### Logic cells by family, run 1

Scale bar: 20 um.
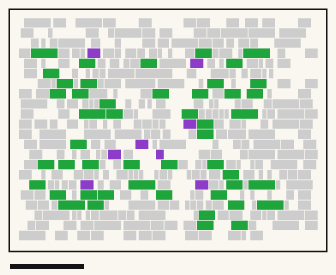
### Signal wires by layer, run 1

Scale bar: 20 um.
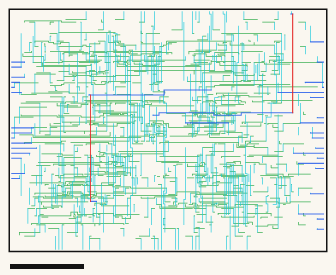
### Nets reached from selected ports, run 1

Scale bar: 20 um.
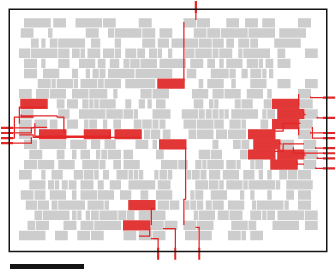
**src/rtl/cla_pkg.sv**
```systemverilog
// Shared constants, types and the second-level lookahead equations for the
// 16-bit carry-lookahead add/subtract/compare unit.
package cla_pkg;

   localparam int WIDTH   = 16;
   localparam int GROUP   = 4;
   localparam int NGROUPS = WIDTH / GROUP;

   typedef logic signed [WIDTH-1:0] word_t;

   // Returns {c16, c12, c8, c4}; every carry is a flat sum of products of the
   // group G/P terms, so no carry ripples from one group to the next.
   function automatic logic [NGROUPS-1:0] group_carries(
      input logic [NGROUPS-1:0] g,
      input logic [NGROUPS-1:0] p,
      input logic               c0
   );
      logic [NGROUPS-1:0] c;
      c[0] = g[0] | (p[0] & c0);
      c[1] = g[1] | (p[1] & g[0]) | (p[1] & p[0] & c0);
      c[2] = g[2] | (p[2] & g[1]) | (p[2] & p[1] & g[0])
           | (p[2] & p[1] & p[0] & c0);
      c[3] = g[3] | (p[3] & g[2]) | (p[3] & p[2] & g[1])
           | (p[3] & p[2] & p[1] & g[0]) | (p[3] & p[2] & p[1] & p[0] & c0);
      return c;
   endfunction

endpackage

```
**src/rtl/cla4_group.sv**
```systemverilog
// 4-bit carry-lookahead group: sum bits from a local carry-in plus the
// group generate/propagate terms consumed by the second-level unit.
module cla4_group
   import cla_pkg::*;
(
   input  logic [GROUP-1:0] a_i,
   input  logic [GROUP-1:0] b_i,
   input  logic             c_i,
   output logic [GROUP-1:0] sum_o,
   output logic             gg_o,
   output logic             gp_o
);

   logic [GROUP-1:0] g;
   logic [GROUP-1:0] p;
   logic [GROUP-1:0] c;

   assign g = a_i & b_i;
   assign p = a_i ^ b_i;

   assign c[0] = c_i;
   assign c[1] = g[0] | (p[0] & c_i);
   assign c[2] = g[1] | (p[1] & g[0]) | (p[1] & p[0] & c_i);
   assign c[3] = g[2] | (p[2] & g[1]) | (p[2] & p[1] & g[0])
               | (p[2] & p[1] & p[0] & c_i);

   assign sum_o = p ^ c;
   assign gg_o  = g[3] | (p[3] & g[2]) | (p[3] & p[2] & g[1])
                | (p[3] & p[2] & p[1] & g[0]);
   assign gp_o  = &p;

endmodule

```
**src/rtl/cla16_addsub_cmp.sv**
```systemverilog
// Registered 16-bit signed add, subtract, overflow and less-than, built from
// two independent two-level carry-lookahead adders.
module cla16_addsub_cmp
   import cla_pkg::*;
(
   input  logic             clk,
   input  logic             reset,
   input  logic [WIDTH-1:0] a,
   input  logic [WIDTH-1:0] b,
   output logic [WIDTH-1:0] sum,
   output logic [WIDTH-1:0] diff,
   output logic             of_s,
   output logic             of_d,
   output logic             less_than
);

   logic [WIDTH-1:0]   b_n;
   logic [NGROUPS-1:0] add_gg, add_gp, sub_gg, sub_gp;
   // Index k is the carry into group k; index NGROUPS is the carry out of bit 15.
   logic [NGROUPS:0]   add_c, sub_c;
   word_t              add_s, sub_s;

   word_t sum_d, sum_q, diff_d, diff_q;
   logic  of_s_d, of_s_q, of_d_d, of_d_q, lt_d, lt_q;
   logic  add_c15, sub_c15;

   assign b_n = ~b;

   assign add_c[0]         = 1'b0;
   assign add_c[NGROUPS:1] = group_carries(add_gg, add_gp, add_c[0]);
   assign sub_c[0]         = 1'b1;
   assign sub_c[NGROUPS:1] = group_carries(sub_gg, sub_gp, sub_c[0]);

   for (genvar gi = 0; gi < NGROUPS; gi++) begin : g_grp
      cla4_group u_add (
         .a_i   (a[gi*GROUP +: GROUP]),
         .b_i   (b[gi*GROUP +: GROUP]),
         .c_i   (add_c[gi]),
         .sum_o (add_s[gi*GROUP +: GROUP]),
         .gg_o  (add_gg[gi]),
         .gp_o  (add_gp[gi])
      );
      cla4_group u_sub (
         .a_i   (a[gi*GROUP +: GROUP]),
         .b_i   (b_n[gi*GROUP +: GROUP]),
         .c_i   (sub_c[gi]),
         .sum_o (sub_s[gi*GROUP +: GROUP]),
         .gg_o  (sub_gg[gi]),
         .gp_o  (sub_gp[gi])
      );
   end

   // Carry into the sign bit recovered from its sum bit: s15 = a15 ^ b15 ^ c15.
   assign add_c15 = a[WIDTH-1] ^ b[WIDTH-1]   ^ add_s[WIDTH-1];
   assign sub_c15 = a[WIDTH-1] ^ b_n[WIDTH-1] ^ sub_s[WIDTH-1];

   always_comb begin
      sum_d  = add_s;
      diff_d = sub_s;
      of_s_d = add_c15 ^ add_c[NGROUPS];
      of_d_d = sub_c15 ^ sub_c[NGROUPS];
      lt_d   = sub_s[WIDTH-1] ^ of_d_d;
   end

   always_ff @(posedge clk) begin
      if (reset) begin
         sum_q  <= '0;
         diff_q <= '0;
         of_s_q <= 1'b0;
         of_d_q <= 1'b0;
         lt_q   <= 1'b0;
      end else begin
         sum_q  <= sum_d;
         diff_q <= diff_d;
         of_s_q <= of_s_d;
         of_d_q <= of_d_d;
         lt_q   <= lt_d;
      end
   end

   assign sum       = sum_q;
   assign diff      = diff_q;
   assign of_s      = of_s_q;
   assign of_d      = of_d_q;
   assign less_than = lt_q;

endmodule

```
**config.mk**
```make
export PLATFORM = sky130hd
export DESIGN_NAME = cla16_addsub_cmp
export DESIGN_NICKNAME = d
export VERILOG_FILES = /design/src/rtl/cla_pkg.sv /design/src/rtl/cla4_group.sv /design/src/rtl/cla16_addsub_cmp.sv
export SDC_FILE = /design/constraint.sdc
export NUM_CORES = 1
export LEC_CHECK = 0
export CORE_ASPECT_RATIO = 0.75
export CORE_MARGIN = 2
export CORE_UTILIZATION = 53
export DETAILED_ROUTE_END_ITERATION = 16
export PLACE_DENSITY_LB_ADDON = 0.05
export SETUP_SLACK_MARGIN = 0.02
export SYNTH_ARGS = -nofsm -noshare
export SYNTH_HDL_FRONTEND = slang
export SYNTH_HIERARCHICAL = 1
export SYNTH_SLANG_ARGS = --single-unit
```
**constraint.sdc**
```tcl
create_clock -name clk -period 8 [get_ports clk]
set_clock_uncertainty 0.05 [all_clocks]
set_input_delay 1.6 -clock clk [delete_from_list [all_inputs] [get_ports clk]]
set_output_delay 1.6 -clock clk [all_outputs]
set_load 0.02 [all_outputs]
```
==> flow_metrics.tcl, run 1 <==
# flow metrics
set metrics [dict create \
    cp_slowest_cell "clkdlybuf4s50_1" \
    fin_nets 443 \
    grt_overflow_total 0 \
    regArea_um2 701 \
    drcViolationCount 0 \
    finalClockPeriodUsage 0.522 \
    synth_area_mm2 0.00260 \
    path_delay_family "AND-OR/OR-AND gates" \
    antenna_found_initial 0 \
    drt_iter0_drc 52 \
    setup_viol 0 \
    portBuffers 68 \
    cp.depth 14 \
    cts_buffers 5 \
    top_layer "met4" \
    lay_top_count "clkdlybuf4s50_1" \
    drive_gt1_frac 0.0746 \
    cp-end-kind "flop" \
    crit_top_cell "a21o_1" \
    total_power_uw 580 \
    power.internal_uw 388 \
    critical_path_arrival_ps 4360 \
    dp_hpwl_um 3870 \
    cts_resized 0 \
    wl_met3_um 212 \
    dominant_cells "multi-input combinational cells" \
    seq_cell_power_uw 206 \
    htree_levels 2 \
    maxPowerGroup "combinational cells" \
    vias_per_cell 4.82 \
    drv_slew 0 \
    fmax_ghz 0.240 \
    combinationalPowerShare 0.425 \
    grt_util_all_layers 0.189 \
    power.share.clock 0.219 \
    tap_cells 60 \
    whs_path_depth 3 \
    die_width_um 84.9 \
    min_path_type "primary input to flop" \
    grt_use_met1 0.261 \
    holdPathEnd "diff[10]" \
    num-multi-input-gates 201 \
    tool_warnings 34 \
    instances_no_fill 422 \
    fillCellCount 392 \
    sh_comb_area 0.498 \
    setup_tns_ps 0 \
    fin_hold_ws_ps 2080 \
    core_util_floorplan 0.540 \
    grt_max_degree 36 \
    outcome "finished, final reports clean" \
    mostFrequentLayoutCells "68 x clkdlybuf4s50_1, 49 x inv_1, 40 x ha_1" \
    clock_area_frac 0.0243 \
    rows 22 \
    gr-max-usage-layer "met2" \
    power_frac_seq 0.356 \
    logic_area_mm2 0.00172 \
    inv_count 49 \
    clkTransAtPathRegs_ps 70 \
    p_leak_uw 0.00172 \
    met2_usage 0.294 \
    use_met3 0.0446 \
    cts_tree "built" \
    slowest_delay_ps 480 \
    critPathLaunch "b[2]" \
    max_cap_viol_count 0 \
    worst-setup-path-type "primary input to flop" \
    firstDrtPassIters 4 \
    path_cells "clkdlybuf4s50_1 > inv_1 > ha_1 > a21oi_1 > nand2_1 > a21o_1 > o21ai_0 > nand2b_1 > a21o_1 > nand4_1 > nand3_1 > xor2_1 > xnor3_1 > nor2_1" \
    area_delta_synth_final_pct 32.7 \
    post-cts-setup-buffers 0 \
    grt_pass1_wl_um 8270 \
    setup_slack_ps 3830 \
    cp-endpoint "of_d" \
    buffers_excl_clock 69 \
    required_ps 8180 \
    wl_met1_um 2500 \
    power.density_mw_per_mm2 168 \
    min_period_ps 4170 \
    antenna_left 0 \
    dp_cells 414 \
    p_switching_uw 192 \
    fp.coreArea_mm2 0.00482 \
    dieArea_mm2 0.00549 \
    die_h_um 64.7 \
    grt_pass1_vias 1871 \
    wl_um 4880 \
    cp_num_buf_inv 2 \
    place_congestion 0.861 \
    route.met2.wl_um 2120 \
    seq_area_frac 0.203 \
    cts_sinks 35 \
    syn_inst 284 \
    ctsLongestPathBuffers 2 \
    place_worst_setup_slack_ps 3520 \
    worstSetupStartpointType "primary input" \
    swShare 0.332 \
    grt_setup_unrepaired "false" \
    stdcell_area_mm2 0.00345 \
    hold_viol 0 \
    cts-root-buf "clkbuf_8" \
    hp-start "reset" \
    p_comb_uw 247 \
    final_core_util 0.716 \
    yosys_warnings 6 \
    powerClk_uw 127 \
    nClkBuffers 5 \
]
About 'Logic cells by family':
- and/or cells: purple (cells 8; most used and4_2)
- fa/ha/maj cells: green (cells 48; most used ha_1)

About 'Signal wires by layer':
- M4: red (wire length 55.1 um)
- M1: green (wire length 2500 um)
- M3: blue (wire length 212 um)
- M2: cyan (wire length 2120 um)

About 'Nets reached from selected ports':
- diff: red (bits 16; direction output; edge 8 east, 4 west, 3 south, 1 north; end cells 16; wire 251 um)

### Routing congestion map, run 1

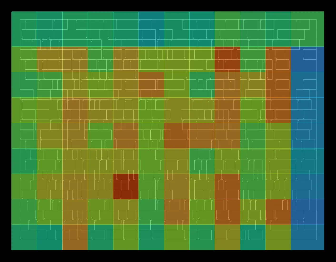

## Run 2: what changed since run 1
--- a/config.mk
+++ b/config.mk
@@ -7,7 +7,7 @@
 export LEC_CHECK = 0
 export CORE_ASPECT_RATIO = 0.75
 export CORE_MARGIN = 2
-export CORE_UTILIZATION = 53
+export CORE_UTILIZATION = 49
 export DETAILED_ROUTE_END_ITERATION = 16
 export PLACE_DENSITY_LB_ADDON = 0.05
 export SETUP_SLACK_MARGIN = 0.02
==> constraint.sdc (replaced) <==
create_clock -name clk -period 3.9 [get_ports clk]
set_clock_uncertainty 0.05 [all_clocks]
set_input_delay 0.78 -clock clk [delete_from_list [all_inputs] [get_ports clk]]
set_output_delay 0.78 -clock clk [all_outputs]
set_load 0.02 [all_outputs]
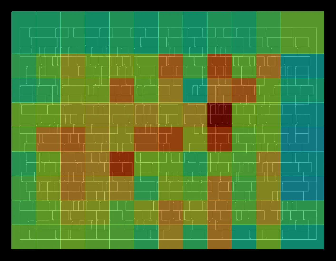
*Routing congestion map, run 2*
wire per inst: 11.9 um
met2 Resource Use GR: 0.308

==> run 2 against run 1 <==
  * Die area grew 7.7%
  * Cell area is 1.1% higher
  * Sequential power up 110%
  * Utilization fell by 2.0 points
  * Largest power group unchanged
  * Flip-flop count did not move
  * Sequential share of layout area is 0.23 points lower
  * Critical endpoint unchanged
  * Via count increased by 1.8%
==> flow_metrics.tcl, run 2 <==
# flow metrics
set metrics [dict create \
    cts_tree "built" \
    drive_gt1_frac 0.0744 \
    clkTransAtPathRegs_ps 70 \
    path_delay_family "AND-OR/OR-AND gates" \
    critical_path_arrival_ps 3540 \
    tap_cells 72 \
    seq_area_frac 0.201 \
    clock_area_frac 0.0287 \
    portBuffers 68 \
    power.share.clock 0.240 \
    grt_max_degree 36 \
    dp_cells 427 \
    cp_num_buf_inv 2 \
    slowest_delay_ps 480 \
    place_worst_setup_slack_ps 224 \
    power.density_mw_per_mm2 353 \
    cp.depth 14 \
    setup_tns_ps 0 \
    critPathLaunch "b[2]" \
    cp_slowest_cell "clkdlybuf4s50_1" \
    holdPathEnd "less_than" \
    power_frac_seq 0.345 \
    grt_setup_unrepaired "false" \
    use_met3 0.0483 \
    p_leak_uw 0.00173 \
    powerClk_uw 296 \
    wl_um 5170 \
    min_period_ps 3370 \
    gr-max-usage-layer "met2" \
    min_path_type "primary input to flop" \
    vias_per_cell 4.75 \
    fmax_ghz 0.297 \
    p_switching_uw 394 \
    die_h_um 67.1 \
    regArea_um2 701 \
    grt_use_met1 0.253 \
    fp.coreArea_mm2 0.00501 \
    wl_met3_um 265 \
    sh_comb_area 0.493 \
    p_comb_uw 510 \
    final_core_util 0.697 \
    grt_pass1_vias 2001 \
    max_cap_viol_count 0 \
    rows 22 \
    cp-end-kind "flop" \
    dominant_cells "multi-input combinational cells" \
    place_congestion 0.882 \
    instances_no_fill 435 \
    hold_viol 0 \
    fin_hold_ws_ps 1260 \
    maxPowerGroup "combinational cells" \
    fillCellCount 423 \
    swShare 0.320 \
    tool_warnings 34 \
    wl_met1_um 2610 \
    antenna_found_initial 0 \
    crit_top_cell "a21o_1" \
    cts_sinks 35 \
    grt_overflow_total 0 \
    worst-setup-path-type "primary input to flop" \
    num-multi-input-gates 201 \
    mostFrequentLayoutCells "68 x clkdlybuf4s50_1, 49 x inv_1, 40 x ha_1" \
    grt_pass1_wl_um 8700 \
    fin_nets 444 \
    total_power_uw 1230 \
    antenna_left 0 \
    combinationalPowerShare 0.415 \
    drcViolationCount 0 \
    top_layer "met4" \
    ctsLongestPathBuffers 2 \
    syn_inst 284 \
    area_delta_synth_final_pct 34.2 \
    nClkBuffers 8 \
    outcome "finished, final reports clean" \
    htree_levels 2 \
    seq_cell_power_uw 424 \
    grt_util_all_layers 0.194 \
    setup_viol 0 \
    firstDrtPassIters 4 \
    lay_top_count "clkdlybuf4s50_1" \
    setup_slack_ps 535 \
    yosys_warnings 6 \
    synth_area_mm2 0.00260 \
    power.internal_uw 837 \
    worstSetupStartpointType "primary input" \
    post-cts-setup-buffers 0 \
    drv_slew 0 \
    route.met2.wl_um 2220 \
    die_width_um 88.1 \
    whs_path_depth 3 \
]
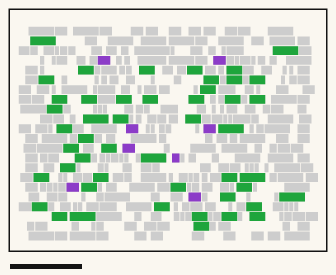
*Logic cells by family, run 2*
Scale bar: 20 um.
- fa/ha/maj cells: green (cells 48; most used ha_1; where spread over the die)
- and/or cells: purple (cells 8; most used and4_2)

Power and IR drop assume default switching activity.
